$ cat src/rtl/duty_select_ctrl.sv
// duty_select_ctrl: front-panel button conditioning, colour-channel selection
// and saturating 0..DUTY_MAX duty settings for the RGB LED driver.
module duty_select_ctrl #(
    parameter int unsigned DEB_TICKS    = 4,
    parameter int unsigned REPEAT_TICKS = 50,
    parameter int unsigned DUTY_MAX     = 10,
    parameter int unsigned DUTY_RST     = 0
) (
    input  logic       CLK,
    input  logic       CLR,
    input  logic       CE_IN,
    input  logic       BTN_SEL,
    input  logic       BTN_UP,
    input  logic       BTN_DOWN,
    output logic [1:0] H1,
    output logic [3:0] RED_DUTY,
    output logic [3:0] GREEN_DUTY,
    output logic [3:0] BLUE_DUTY,
    output logic       CHANGED
);

    typedef enum logic [1:0] {
        SEL_NONE  = 2'b00,
        SEL_RED   = 2'b01,
        SEL_GREEN = 2'b10,
        SEL_BLUE  = 2'b11
    } sel_state_t;

    localparam logic [3:0] DEB_LAST = 4'(DEB_TICKS - 1);
    localparam logic [7:0] REP_LAST = 8'(REPEAT_TICKS - 1);
    localparam logic [3:0] DMAX     = 4'(DUTY_MAX);
    localparam logic [3:0] DRST     = 4'(DUTY_RST);

    // Button index: 0 SEL, 1 UP, 2 DOWN
    logic [2:0] raw, sync1, sync2, stable, stable_prev, press;
    logic [3:0] deb_cnt [3];
    // Hold counters: 0 UP, 1 DOWN
    logic [7:0] hold_cnt [2];
    logic [1:0] rep;
    logic       up_step, dn_step, do_inc, do_dec;
    logic [3:0] cur_duty, new_duty;
    sel_state_t state, next_sel;

    assign raw = {BTN_DOWN, BTN_UP, BTN_SEL};

    // Two-flop synchroniser for the raw buttons
    always_ff @(posedge CLK or posedge CLR) begin
        if (CLR) begin
            sync1 <= '0;
            sync2 <= '0;
        end else begin
            sync1 <= raw;
            sync2 <= sync1;
        end
    end

    // Debounce: accept a new level after DEB_TICKS consecutive mismatching ticks
    always_ff @(posedge CLK or posedge CLR) begin
        if (CLR) begin
            stable      <= '0;
            stable_prev <= '0;
            for (int unsigned i = 0; i < 3; i++) deb_cnt[i] <= '0;
        end else begin
            stable_prev <= stable;
            for (int unsigned i = 0; i < 3; i++) begin
                if (sync2[i] == stable[i]) begin
                    deb_cnt[i] <= '0;
                end else if (CE_IN) begin
                    if (deb_cnt[i] == DEB_LAST) begin
                        stable[i]  <= sync2[i];
                        deb_cnt[i] <= '0;
                    end else begin
                        deb_cnt[i] <= deb_cnt[i] + 4'd1;
                    end
                end
            end
        end
    end

    assign press = stable & ~stable_prev;

    // Hold counters for UP/DOWN auto-repeat, restarted by each press
    always_ff @(posedge CLK or posedge CLR) begin
        if (CLR) begin
            for (int unsigned i = 0; i < 2; i++) hold_cnt[i] <= '0;
        end else begin
            for (int unsigned i = 0; i < 2; i++) begin
                if (press[i+1] || !stable[i+1]) begin
                    hold_cnt[i] <= '0;
                end else if (CE_IN) begin
                    if (hold_cnt[i] == REP_LAST) hold_cnt[i] <= '0;
                    else                         hold_cnt[i] <= hold_cnt[i] + 8'd1;
                end
            end
        end
    end

    // Repeat events, step qualification and next-value computation
    always_comb begin
        for (int unsigned i = 0; i < 2; i++) begin
            rep[i] = stable[i+1] && !press[i+1] && CE_IN && (hold_cnt[i] == REP_LAST);
        end
        up_step = press[1] | rep[0];
        dn_step = press[2] | rep[1];

        case (state)
            SEL_RED:   cur_duty = RED_DUTY;
            SEL_GREEN: cur_duty = GREEN_DUTY;
            SEL_BLUE:  cur_duty = BLUE_DUTY;
            default:   cur_duty = '0;
        endcase

        do_inc = up_step && !dn_step && (state != SEL_NONE) && (cur_duty < DMAX);
        do_dec = dn_step && !up_step && (state != SEL_NONE) && (cur_duty != 4'd0);

        if (do_inc)      new_duty = cur_duty + 4'd1;
        else if (do_dec) new_duty = cur_duty - 4'd1;
        else             new_duty = cur_duty;

        case (state)
            SEL_NONE:  next_sel = SEL_RED;
            SEL_RED:   next_sel = SEL_GREEN;
            SEL_GREEN: next_sel = SEL_BLUE;
            default:   next_sel = SEL_RED;
        endcase
    end

    // Select FSM and duty registers; a SEL press pre-empts any UP/DOWN step
    always_ff @(posedge CLK or posedge CLR) begin
        if (CLR) begin
            state      <= SEL_NONE;
            RED_DUTY   <= DRST;
            GREEN_DUTY <= DRST;
            BLUE_DUTY  <= DRST;
            CHANGED    <= 1'b0;
        end else begin
            CHANGED <= 1'b0;
            if (press[0]) begin
                state   <= next_sel;
                CHANGED <= 1'b1;
            end else if (do_inc || do_dec) begin
                case (state)
                    SEL_RED:   RED_DUTY   <= new_duty;
                    SEL_GREEN: GREEN_DUTY <= new_duty;
                    SEL_BLUE:  BLUE_DUTY  <= new_duty;
                    default:   ;
                endcase
                CHANGED <= 1'b1;
            end
        end
    end

    assign H1 = state;

endmodule
$ cat config.mk
export PLATFORM = sky130hd
export DESIGN_NAME = duty_select_ctrl
export DESIGN_NICKNAME = d
export VERILOG_FILES = /design/src/rtl/duty_select_ctrl.sv
export SDC_FILE = /design/constraint.sdc
export NUM_CORES = 1
export LEC_CHECK = 0
export ABC_AREA = 1
export ABC_CLOCK_PERIOD_IN_PS = 2200
export CAP_MARGIN = 20
export CORE_ASPECT_RATIO = 0.8
export CORE_MARGIN = 10
export CORE_UTILIZATION = 47
export CTS_CLUSTER_DIAMETER = 120
export CTS_CLUSTER_SIZE = 12
export DETAILED_ROUTE_END_ITERATION = 16
export DONT_BUFFER_PORTS = 1
export PLACE_DENSITY_LB_ADDON = 0.3
export SYNTH_ARGS = -nofsm -noshare
export SYNTH_HDL_FRONTEND = slang
export SYNTH_SLANG_ARGS = --single-unit
$ cat constraint.sdc
create_clock -name CLK -period 2.2 [get_ports CLK]
set_input_delay 0.44 -clock CLK [delete_from_list [all_inputs] [get_ports CLK]]
set_output_delay 0.44 -clock CLK [all_outputs]
set_load 0.01 [all_outputs]
==> run_1/layer_met1.png <==
(3 px per µm) Supply wires on this layer in grey.
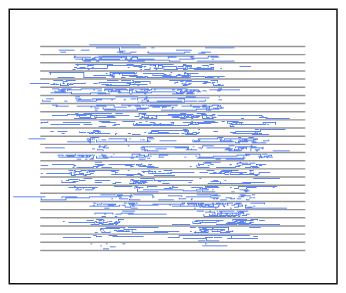
main direction = horizontal
nets with wire on the layer = 361

==> run_1/layer_met2.png <==
(2 px per µm) Cells faint in the background.
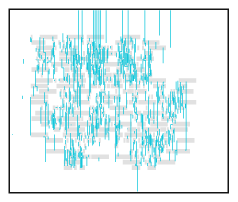
wire length on this layer = 2520 µm
main direction = vertical
nets with wire on the layer = 306
share of all routed wire = 44%

==> ci_impl_report.md, run 1 <==
### Metrics collected by this job

| Metric | Value |
|---|---|
| Setup Slack @ Placement | `approximately 130 ps` |
| Post-Synth Adder-Cell Area | `5.49%` |
| Maximum buffer depth of the clock tree | `2` |
| Clock Pin Slew Worst Setup and Hold Paths | `110 ps` |
| Final worst path period need | `roughly 2100 ps` |
| Yosys cell types | `35` |
| Seq share, synth | `46.4%` |
| AND/OR/NAND/NOR Cells, Area Fraction | `30.5%` |
| Unrepaired setup endpoints after global routing | `false` |
| Synth Instances | `approximately 360` |
| Synth flops | `55` |
| Die H | `91.0 µm` |
| Cell count along the critical path | `14` |
| Outcome | `finished, final reports clean` |
| Post-synth EDFFs | `0` |
| Final setup viols | `0` |
| # fillers | `574` |
| Pwr dens | `roughly 1100 nW/µm²` |
| Final Max Slew Viols | `0` |
| Final WS setup | `112 ps` |
| First-pass GRT wire length | `10100 µm` |
| LEAKAGE | `1.62 nW` |
| Setup crit end kind | `register` |
| Aoi share | `8.23%` |
| Area of the mapped netlist | `2960 µm²` |
| Router iterations before antenna repair | `4` |
| Worst Hold Class | `in2async` |
| Gate Area | `1400 µm²` |
| Final WL | `5730 µm` |
| Worst reg2reg path endpoint | `GREEN_DUTY[2]` |
| Placer Congestion | `0.840` |
| Critical Setup Path Class | `reg2reg` |
| CTS tree | `yes` |
| Multiplexer share | `0%` |
| H-Tree Level Count | `2` |
| Starting Density | `49.4%` |
| Setup crit start | `H1[0]` |
| CP Data Required Time | `2400 ps` |
| Register area | `1380 µm²` |
| Layout area overhead | `10.4%` |
| CP most frequent cell | `nand2_1` |
| Fmax | `roughly 480 MHz` |
| CP Cell Sequence | `inv_1 -> ha_2 -> nand2_1 -> nand3_1 -> nand2_1 -> ha_1 -> nand3_4 -> nand2_4 -> nor2_8 -> nand2_1 -> nand3_1 -> nand2_1 -> nand2_1 -> nand2_1` |
| Clk sinks | `55` |
| CP bufs+invs | `1` |
| Yosys cell count | `355` |
| Largest net degree at the start of global routing | `56` |
| Number of synthesis warnings | `0` |
| Setup TNS | `0 ps` |
| Yosys Chip Area | `2960 µm²` |
| # diodes | `0` |
| Worst Max-Slew Pin Slew | `around 420 ps` |
| I/O Pins | `21` |
| Top non-seq family | `simple AND/OR/NAND/NOR gates` |
| Max cap viols | `0` |
| Synth area leader | `dfrtp_1` |
| Worst skew pair latency | `310 ps` |
| OpenROAD warning count | `32` |
| Root Buffer Master | `clkbuf_8` |
| Crit path to | `GREEN_DUTY[2]` |
| CORE AREA | `roughly 6000 µm²` |
==> run_1/layer_met3.png <==
(3 px per µm)
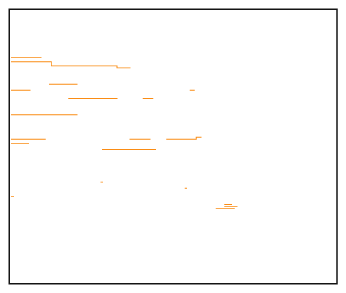
share of all routed wire = 3.1%
wire length on this layer = 177 µm
main direction = horizontal
nets with wire on the layer = 14
longest straight run = 21.8 µm

run 1: area by class of cell:
| class | count | area share, % |
|---|---|---|
| Clock inverter | 2 | 1.19 |
| Timing Repair Buffer | 11 | 2.91 |
| Inverter | 49 | 5.73 |
| Multi-Input combinational cell | 248 | 42.8 |
| Sequential cell | 55 | 42.1 |
| Tap cell | 81 | 3.10 |
| Clock buffer | 6 | 2.22 |
run 1: power breakdown:
part	switching, W	internal [W]
logic	0.000888	0.000563
registers	0.000252	0.00124
clock network	0.000332	0.000345
total	0.00147	0.00214
run 1: Yosys cell counts, types with 2 or more instances:
master,number
o2bb2ai_1,3
dfrtp_1,55
ha_1,13
nand4_1,2
o21ai_1,3
nand2_1,105
a32o_1,3
or2_2,3
nor4_1,2
nor2_1,34
xnor2_1,2
inv_1,41
inv_2,6
xor2_1,6
a31oi_1,2
nand3_4,5
nand3_1,19
nand2_4,3
a21oi_1,16
o22ai_1,3
nor3_1,6
nor3b_1,2
a211oi_1,2
nand3_2,3
o21ai_0,6
run 1: metal layers:
metal	wire, µm	up-vias	GRT usage, %
met1	2980	1066	17.1
met2	2520	27	18.5
met5	0	-	0
met4	51	0	3.07
met3	176	6	2.90
li1	-	1167	-
run 1: worst min path at each step:
stage	end	cells past startpoint	slack (ps)
floorplan	sync2[0]	0	330
global placement	sync2[2]	0	330
detailed placement	sync2[2]	0	340
CTS	BLUE_DUTY[1]	2	60
global route	RED_DUTY[1]	2	50
finish	BLUE_DUTY[1]	2	40
run 1: cell usage in the layout, fill, tap and decap left out, types with 3 or more instances in the layout:
cell type,netlist,routed
nand2_1,105,104
dfrtp_1,55,54
inv_1,41,39
nor2_1,34,34
nand3_1,19,19
a21oi_1,16,16
ha_1,13,10
buf_4,0,10
inv_2,6,8
nor3_1,6,6
o21ai_0,6,6
xor2_1,6,6
nand3_4,5,5
clkbuf_8,0,5
or2_2,3,3
nand2_4,3,3
nand3_2,3,3
o22ai_1,3,3
o2bb2ai_1,3,3
a32o_1,3,3
o21ai_1,3,3
run 1: what timing repair did:
action / CTS / global route
setup endpoints to repair: 0 / 12
setup buffers: 0 / 2
resized: 0 / 7
run 1: flip-flops by register name, summed over array words and instances, names as in the netlist:
name and cells:
BLUE_DUTY 4, CHANGED 1, hold_cnt 16, sync2 3, sync1 3, GREEN_DUTY 4, stable_prev 3, stable 3
RED_DUTY 4, deb_cnt 12, H1 2
run 1: worst register-to-register path: stages, from the launching register on:
cell,delay [ps]
dfrtp_2,450
inv_1,100
ha_2,220
nand2_1,70
nand3_1,110
nand2_1,80
ha_1,250
nand3_4,100
nand2_4,80
nor2_8,120
nand2_1,70
nand3_1,80
nand2_1,120
nand2_1,90
nand2_1,50
run 1: per-stage QoR:
stage	total power [W]	instance area (µm²)	std cells	utilization, %
final	0.00362	3270	452	54.5
after detailed placement	0.00291	3130	442	52.0
after CTS	0.00359	3240	450	53.9
after global routing	0.00392	3270	452	54.5
after floorplan	0.00251	2960	355	-
after global placement	0.00287	3130	442	52.0
==> run 1 -> run 2 <==
--- a/config.mk
+++ b/config.mk
@@ -16,6 +16,7 @@
 export DETAILED_ROUTE_END_ITERATION = 16
 export DONT_BUFFER_PORTS = 1
 export PLACE_DENSITY_LB_ADDON = 0.3
+export SLEW_MARGIN = 15
 export SYNTH_ARGS = -nofsm -noshare
 export SYNTH_HDL_FRONTEND = slang
 export SYNTH_SLANG_ARGS = --single-unit
==> run_2/layer_met2.png <==
(2 px per µm) Cells faint in the background.
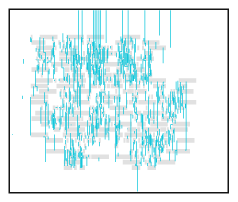
GR met2 Demand/Resource: 18.5%
final WL: 5730 µm
via count: 2266

==> run 2 against run 1 <==
Against the previous run: maximum frequency unchanged; non-clock buffer count is the same; sequential cell count did not move; die size unchanged; clock skew stayed put; synthesized area did not move; highest routed layer unchanged; critical path depth unchanged; via count unchanged; utilization did not move; first-iteration DRC count is the same.
==> ci_impl_report.md, run 2 <==
### Metrics collected by this job

| Metric | Value |
|---|---|
| Outcome | `finished, final reports clean` |
| Max cap viols | `0 (unchanged)` |
| Router iterations before antenna repair | `4 (unchanged)` |
| Synth Instances | `355 (unchanged)` |
| Critical Path Source Type | `register` |
| Pwr dens | `1100 nW/µm² (unchanged)` |
| Vias in the first global route | `~2200` |
| Root Buffer Master | `clkbuf_8` |
| Post-synth ARST share | `100%` |
| Most frequent cells in the layout | `nand2_1, dfrtp_1, inv_1` |
| Arrival time worst endpoint | `around 2300 ps` |
| Post-route DRC | `0` |
| H-Tree Level Count | `2 (unchanged)` |
| Reg2Reg Depth | `14` |
| Clk sinks | `55 (unchanged)` |
| Cell area leaders | `dfrtp_1, nand2_1, ha_1` |
| Most common cell in the netlist | `nand2_1` |
| DRT iter0 DRCs | `approximately 80` |
| Die H | `91.0 µm (unchanged)` |
| CP Max Fanout | `5` |
| CTS Hold Bufs | `0` |
| Synth flops | `55 (unchanged)` |
| Seq share, synth | `46.4% (unchanged)` |
| CP Data Required Time | `2400 ps (about the same)` |
| Unrepaired setup endpoints after global routing | `false` |
| CTS tree | `yes` |
| Worst Max-Slew Pin Slew | `423 ps (unchanged)` |
| Maximum buffer depth of the clock tree | `2 (unchanged)` |
| Layout area overhead | `10.4% (unchanged)` |
| Number of synthesis warnings | `0 (unchanged)` |
| Clock Skews | `approximately 15 ps` |
| Num rows | `25` |
| Setup crit end kind | `register` |
| Post-detail-place hpwl | `4340 µm` |
| CORE AREA | `6010 µm² (unchanged)` |
| Cell Count, Final, Fillers Out | `452 (unchanged)` |
| Grt ovf | `0` |
| Fin nets | `389` |
| IO buf count | `0` |
| Layout cells sized above 1 | `13.5%` |
| Final Max Slew Viols | `0 (unchanged)` |
| Yosys cell count | `355 (unchanged)` |
| OpenROAD warning count | `32 (unchanged)` |
| Worst skew pair latency | `310 ps (about the same)` |
| Antenna viol nets, final | `0` |
| Fmax | `479 MHz (unchanged)` |
| Endpoints failing hold | `0` |
| Starting Density | `49.4% (unchanged)` |
| Top-area cell share | `between 40% and 50%` |
| Setup TNS | `0 ps (unchanged)` |
| Yosys cell types | `35 (unchanged)` |
| Placed Cells incl. Taps | `442 (unchanged)` |
| Max FFs per register | `16 (unchanged)` |
| Die Area | `slightly below 10000 µm²` |
| GR peak layer | `met2` |
| Vias/cell | `5.01` |
| Tot GR Track Use | `12.2%` |
| Yosys Chip Area | `2960 µm² (unchanged)` |
| I/O Pins | `21 (unchanged)` |
| Post-synth EDFFs | `0 (unchanged)` |
| Slew HR | `71.7%` |
| Synth Net Count | `374` |
| Num CTS Buffers | `5` |
| Top flop regs | `hold_cnt x16, deb_cnt x12` |
| Worst Hold Class | `in2async` |
| Synth area leader | `dfrtp_1` |
| Met1 Track Usage GR | `17.1% (unchanged)` |
| Final setup viols | `0 (unchanged)` |
| Met3 usage | `2.90% (unchanged)` |
| First-pass GRT wire length | `10100 µm (unchanged)` |
| # diodes | `0 (unchanged)` |
| Initial antenna violation count | `0` |
| Fin crit share | `94.9%` |
| Largest net degree at the start of global routing | `56 (unchanged)` |
| Clock Pin Slew Worst Setup and Hold Paths | `110 ps (about the same)` |
| Critical Setup Path Class | `reg2reg` |
| Most flops, register | `hold_cnt` |
| Post-DR wirelength/cell | `12.7 µm` |
| Placer Congestion | `0.840 (unchanged)` |
| Area of the mapped netlist | `2960 µm² (unchanged)` |
| LEAKAGE | `1.62 nW (unchanged)` |
| Final worst path period need | `2090 ps (unchanged)` |
| Most instantiated cells after synthesis | `nand2_1, dfrtp_1, inv_1` |
| # fillers | `574 (unchanged)` |
| Die Wd | `109 µm` |
| Main flop type | `dfrtp_1` |
| Worst vdd ir | `0.642 mV` |
| Most numerous logic cell after layout | `nand2_1` |
| Avg Cell Area, Syn | `8.35 µm²` |
run 2: cell counts in the layout (fill, tap and decap cells not counted):
Identical to the previous run, type by type.
run 2: power by group:
part | internal, W | switching (W) | total (W)
clock network | 0.000345 | 0.000332 | 0.000676
registers | 0.00124 | 0.000252 | 0.00149
logic | 0.000563 | 0.000888 | 0.00145
run 2: cells by family (layout without fill, tap and decap cells):
family / count (synthesis) / in the layout / synth area share (%)
simple gates: 187 / 187 / 30.5
flops: 55 / 55 / 46.4
buf+inv: 52 / 68 / 7.01
compound gates: 40 / 40 / 8.23
fa+ha+maj: 13 / 13 / 5.49
xor+xnor: 8 / 8 / 2.36
run 2: path summary, 6_finish.rpt:
check	from	to	slack (ps)
max	H1[0]	GREEN_DUTY[2]	110
min	CLR	BLUE_DUTY[1]	40
min reg2reg	sync1[2]	sync2[2]	350
min in group CLK	BTN_SEL	sync1[0]	140
max reg2reg	H1[0]	GREEN_DUTY[2]	110
max in group asynchronous	CLR	sync1[1]	1890
run 2: area by class of cell:
| class | count | area [µm²] | area share [%] |
|---|---|---|---|
| inverter | 49 | 188 | 5.73 |
| sequential | 55 | 1380 | 42.1 |
| tap | 81 | 101 | 3.10 |
| clock inverter | 2 | 38.8 | 1.19 |
| clock buffer | 6 | 72.6 | 2.22 |
| timing repair buffer | 11 | 95.1 | 2.91 |
| multi-input combinational | 248 | 1400 | 42.8 |
run 2: routing by layer:
metal / share of wire [%] / wire (µm)
met4: 0.89 / 51
met5: 0 / 0
met1: 52 / 2980
met2: 44 / 2520
met3: 3.1 / 176
run 2: worst max-delay path, cell delays in order, from the launching register on:
cell and delay [ps]:
dfrtp_2 450, inv_1 100, ha_2 220, nand2_1 70
nand3_1 110, nand2_1 80, ha_1 250, nand3_4 100
nand2_4 80, nor2_8 120, nand2_1 70, nand3_1 80
nand2_1 120, nand2_1 90, nand2_1 50
run 2: what timing repair did:
item,4_1_cts,5_1_grt
gates resized,0,7
setup endpoints to repair,0,12
setup buffers,0,2
run 2: through the flow:
stage | hold slack, ps | utilization (%) | setup slack, ps | cell area [µm²] | total power, W
floorplan | 331 | - | 160 | 2960 | 0.00251
global placement | 334 | 52.0 | 161 | 3130 | 0.00287
detailed placement | 336 | 52.0 | 128 | 3130 | 0.00291
CTS | 57.5 | 53.9 | 93.6 | 3240 | 0.00359
global route | 49.9 | 54.5 | 6.13 | 3270 | 0.00392
finish | 37.2 | 54.5 | 112 | 3270 | 0.00362
==> run 2 -> run 3 <==
--- a/config.mk
+++ b/config.mk
@@ -16,7 +16,8 @@
 export DETAILED_ROUTE_END_ITERATION = 16
 export DONT_BUFFER_PORTS = 1
 export PLACE_DENSITY_LB_ADDON = 0.3
-export SLEW_MARGIN = 15
+export SLEW_MARGIN = 20
 export SYNTH_ARGS = -nofsm -noshare
 export SYNTH_HDL_FRONTEND = slang
 export SYNTH_SLANG_ARGS = --single-unit
+export TNS_END_PERCENT = 20
==> run_3/layer_met1.png <==
(3 px per µm) Supply wires on this layer in grey.
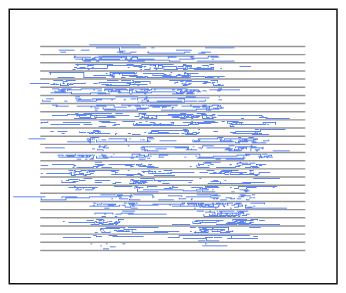
main direction = horizontal
share of all routed wire = 52%

==> run 3 against run 2 <==
Against the previous run: non-clock buffer count unchanged; utilization unchanged; largest power group unchanged; via count unchanged; clock skew unchanged.
==> ci_impl_report.md, run 3 <==
### Metrics collected by this job

| Metric | Value |
|---|---|
| Final WL | `5730 µm (unchanged)` |
| Fin nets | `389 (unchanged)` |
| Most frequent cells in the layout | `nand2_1, dfrtp_1, inv_1` |
| Clock Pin Slew Worst Setup and Hold Paths | `110 ps (about the same)` |
| Vias/cell | `5.01 (unchanged)` |
| Setup crit end kind | `register` |
| Setup TNS | `0 ps (unchanged)` |
| Worst vdd ir | `0.642 mV (unchanged)` |
| Clk sinks | `55 (unchanged)` |
| Most common cell in the netlist | `nand2_1` |
| Most numerous logic cell after layout | `nand2_1` |
| Max cap viols | `0 (unchanged)` |
| Final Max Slew Viols | `0 (unchanged)` |
| Starting Density | `49.4% (unchanged)` |
| Fin Hold WS | `37.2 ps (unchanged)` |
| CORE AREA | `6010 µm² (unchanged)` |
| Placed cell areas | `3130 µm² (unchanged)` |
| Final worst path period need | `2090 ps (unchanged)` |
| Area of the mapped netlist | `2960 µm² (unchanged)` |
| Post-DR wirelength/cell | `12.7 µm (unchanged)` |
| Synth Instances | `355 (unchanged)` |
| First-pass GRT wire length | `10100 µm (unchanged)` |
| Unrepaired setup endpoints after global routing | `false` |
| CTS Hold Bufs | `0 (unchanged)` |
| Root Buffer Master | `clkbuf_8` |
| DRT iter0 DRCs | `80 (unchanged)` |
| Die Wd | `109 µm (unchanged)` |
| Endpoints failing hold | `0 (unchanged)` |
| Fin crit share | `94.9% (unchanged)` |
| Pwr Total | `0.00362 W (unchanged)` |
| Cell Count, Final, Fillers Out | `452 (unchanged)` |
| Most flops, register | `hold_cnt` |
| Final setup viols | `0 (unchanged)` |
| CP Max Fanout | `5 (unchanged)` |
| Worst Max-Slew Pin Slew | `423 ps (unchanged)` |
| Cell area leaders | `dfrtp_1, nand2_1, ha_1` |
| Post-synth EDFFs | `0 (unchanged)` |
| # diodes | `0 (unchanged)` |
| Die H | `91.0 µm (unchanged)` |
| Synth flops | `55 (unchanged)` |
| Layout cells sized above 1 | `13.5% (unchanged)` |
| Most instantiated cells after synthesis | `nand2_1, dfrtp_1, inv_1` |
| Critical Setup Path Class | `reg2reg` |
| Post-detail-place hpwl | `4340 µm (unchanged)` |
| Yosys cell count | `355 (unchanged)` |
| Post-synth ARST share | `100% (unchanged)` |
| Slew HR | `71.7% (unchanged)` |
| Router iterations before antenna repair | `4 (unchanged)` |
| Pwr dens | `1100 nW/µm² (unchanged)` |
| Worst Hold Class | `in2async` |
| Avg Cell Area, Syn | `8.35 µm² (unchanged)` |
| Yosys cell types | `35 (unchanged)` |
| Antenna viol nets, final | `0 (unchanged)` |
| H-Tree Level Count | `2 (unchanged)` |
| Synth Net Count | `374 (unchanged)` |
| Placed Cells incl. Taps | `442 (unchanged)` |
| Maximum buffer depth of the clock tree | `2 (unchanged)` |
| Max FFs per register | `16 (unchanged)` |
| Arrival time worst endpoint | `2280 ps (about the same)` |
| Placer Congestion | `0.840 (unchanged)` |
| IO buf count | `0 (unchanged)` |
| Yosys Chip Area | `2960 µm² (unchanged)` |
| Vias in the first global route | `2198 (unchanged)` |
| Top-area cell share | `46.4% (unchanged)` |
| Main flop type | `dfrtp_1` |
| Num rows | `25 (unchanged)` |
| Number of synthesis warnings | `0 (unchanged)` |
| OpenROAD warning count | `32 (unchanged)` |
| Via count | `2266 (unchanged)` |
| I/O Pins | `21 (unchanged)` |
| Synth area leader | `dfrtp_1` |
| Seq share, synth | `46.4% (unchanged)` |
| Worst skew pair latency | `310 ps (about the same)` |
| Num CTS Buffers | `5 (unchanged)` |
| Critical Path Source Type | `register` |
| Fmax | `479 MHz (unchanged)` |
| Tot GR Track Use | `12.2% (unchanged)` |
| Post-route DRC | `0 (unchanged)` |
| Grt ovf | `0 (unchanged)` |
| CTS tree | `yes` |
| Layout area overhead | `10.4% (unchanged)` |
| CP Data Required Time | `2400 ps (about the same)` |
| Initial antenna violation count | `0 (unchanged)` |
| Post-route design area | `3270 µm² (unchanged)` |
| LEAKAGE | `1.62 nW (unchanged)` |
| Top flop regs | `hold_cnt x16, deb_cnt x12` |
| Die Area | `9900 µm² (unchanged)` |
| Outcome | `finished, final reports clean` |
| Largest net degree at the start of global routing | `56 (unchanged)` |
| Clock Skews | `15.2 ps (unchanged)` |
[run 3: cell counts after synthesis]
No cell type changed its count.
[run 3: critical path, stage by stage, from the launching register on]
cell	delay (ps)
dfrtp_2	450
inv_1	100
ha_2	220
nand2_1	70
nand3_1	110
nand2_1	80
ha_1	250
nand3_4	100
nand2_4	80
nor2_8	120
nand2_1	70
nand3_1	80
nand2_1	120
nand2_1	90
nand2_1	50
[run 3: report_power, final]
part / internal, W / total, W / switching, W
Combinational: 0.000563 / 0.00145 / 0.000888
Clock: 0.000345 / 0.000676 / 0.000332
Sequential: 0.00124 / 0.00149 / 0.000252
Total: 0.00214 / 0.00362 / 0.00147
[run 3: what timing repair did]
action | in CTS | in global routing
resized | 0 | 7
setup endpoints to repair | 0 | 12
setup buffers | 0 | 2
endpoints found under the hold margin | 0 | 0
[run 3: path summary, 6_finish.rpt]
kind,from,end,slack (ps),depth (start not counted)
max in group asynchronous,CLR,sync1[1],1890,2
worst max-delay path,H1[0],GREEN_DUTY[2],110,14
min in group CLK,BTN_SEL,sync1[0],140,0
worst min register to register,sync1[2],sync2[2],350,0
worst min-delay path,CLR,BLUE_DUTY[1],40,2
worst max register to register,H1[0],GREEN_DUTY[2],110,14
[run 3: per-layer routing]
metal	vias to the layer above	share of wire [%]	GRT usage, %	wire, µm
met5	-	0	0	0
met4	0	0.89	3.07	51
met3	6	3.1	2.90	176
met2	27	44	18.5	2520
met1	1066	52	17.1	2980
li1	1167	-	-	-
[run 3: cells by family (layout without fill, tap and decap cells)]
group                    count (synthesis)  after routing  synth area share (%)
buffers and inverters                   52             68                  7.01
flip-flops                              55             55                  46.4
AND/OR/NAND/NOR                        187            187                  30.5
AND-OR/OR-AND                           40             40                  8.23
XOR/XNOR                                 8              8                  2.36
adder cells (fa/ha/maj)                 13             13                  5.49
[run 3: stage by stage]
stage / worst slack (ps) / utilization [%]
2_1_floorplan: 160 / -
3_3_place_gp: 161 / 52.0
3_5_place_dp: 128 / 52.0
4_1_cts: 93.6 / 53.9
5_1_grt: 6.13 / 54.5
6_report: 112 / 54.5
[run 3: area by class of cell]
cell class | instances | area, µm²
fillers | 574 | 2730
clock inverters | 2 | 38.8
well taps | 81 | 101
multi-input cells | 248 | 1400
clock buffers | 6 | 72.6
inverters | 49 | 188
repair buffers | 11 | 95.1
flip-flops and latches | 55 | 1380
Power and IR drop assume default switching activity.
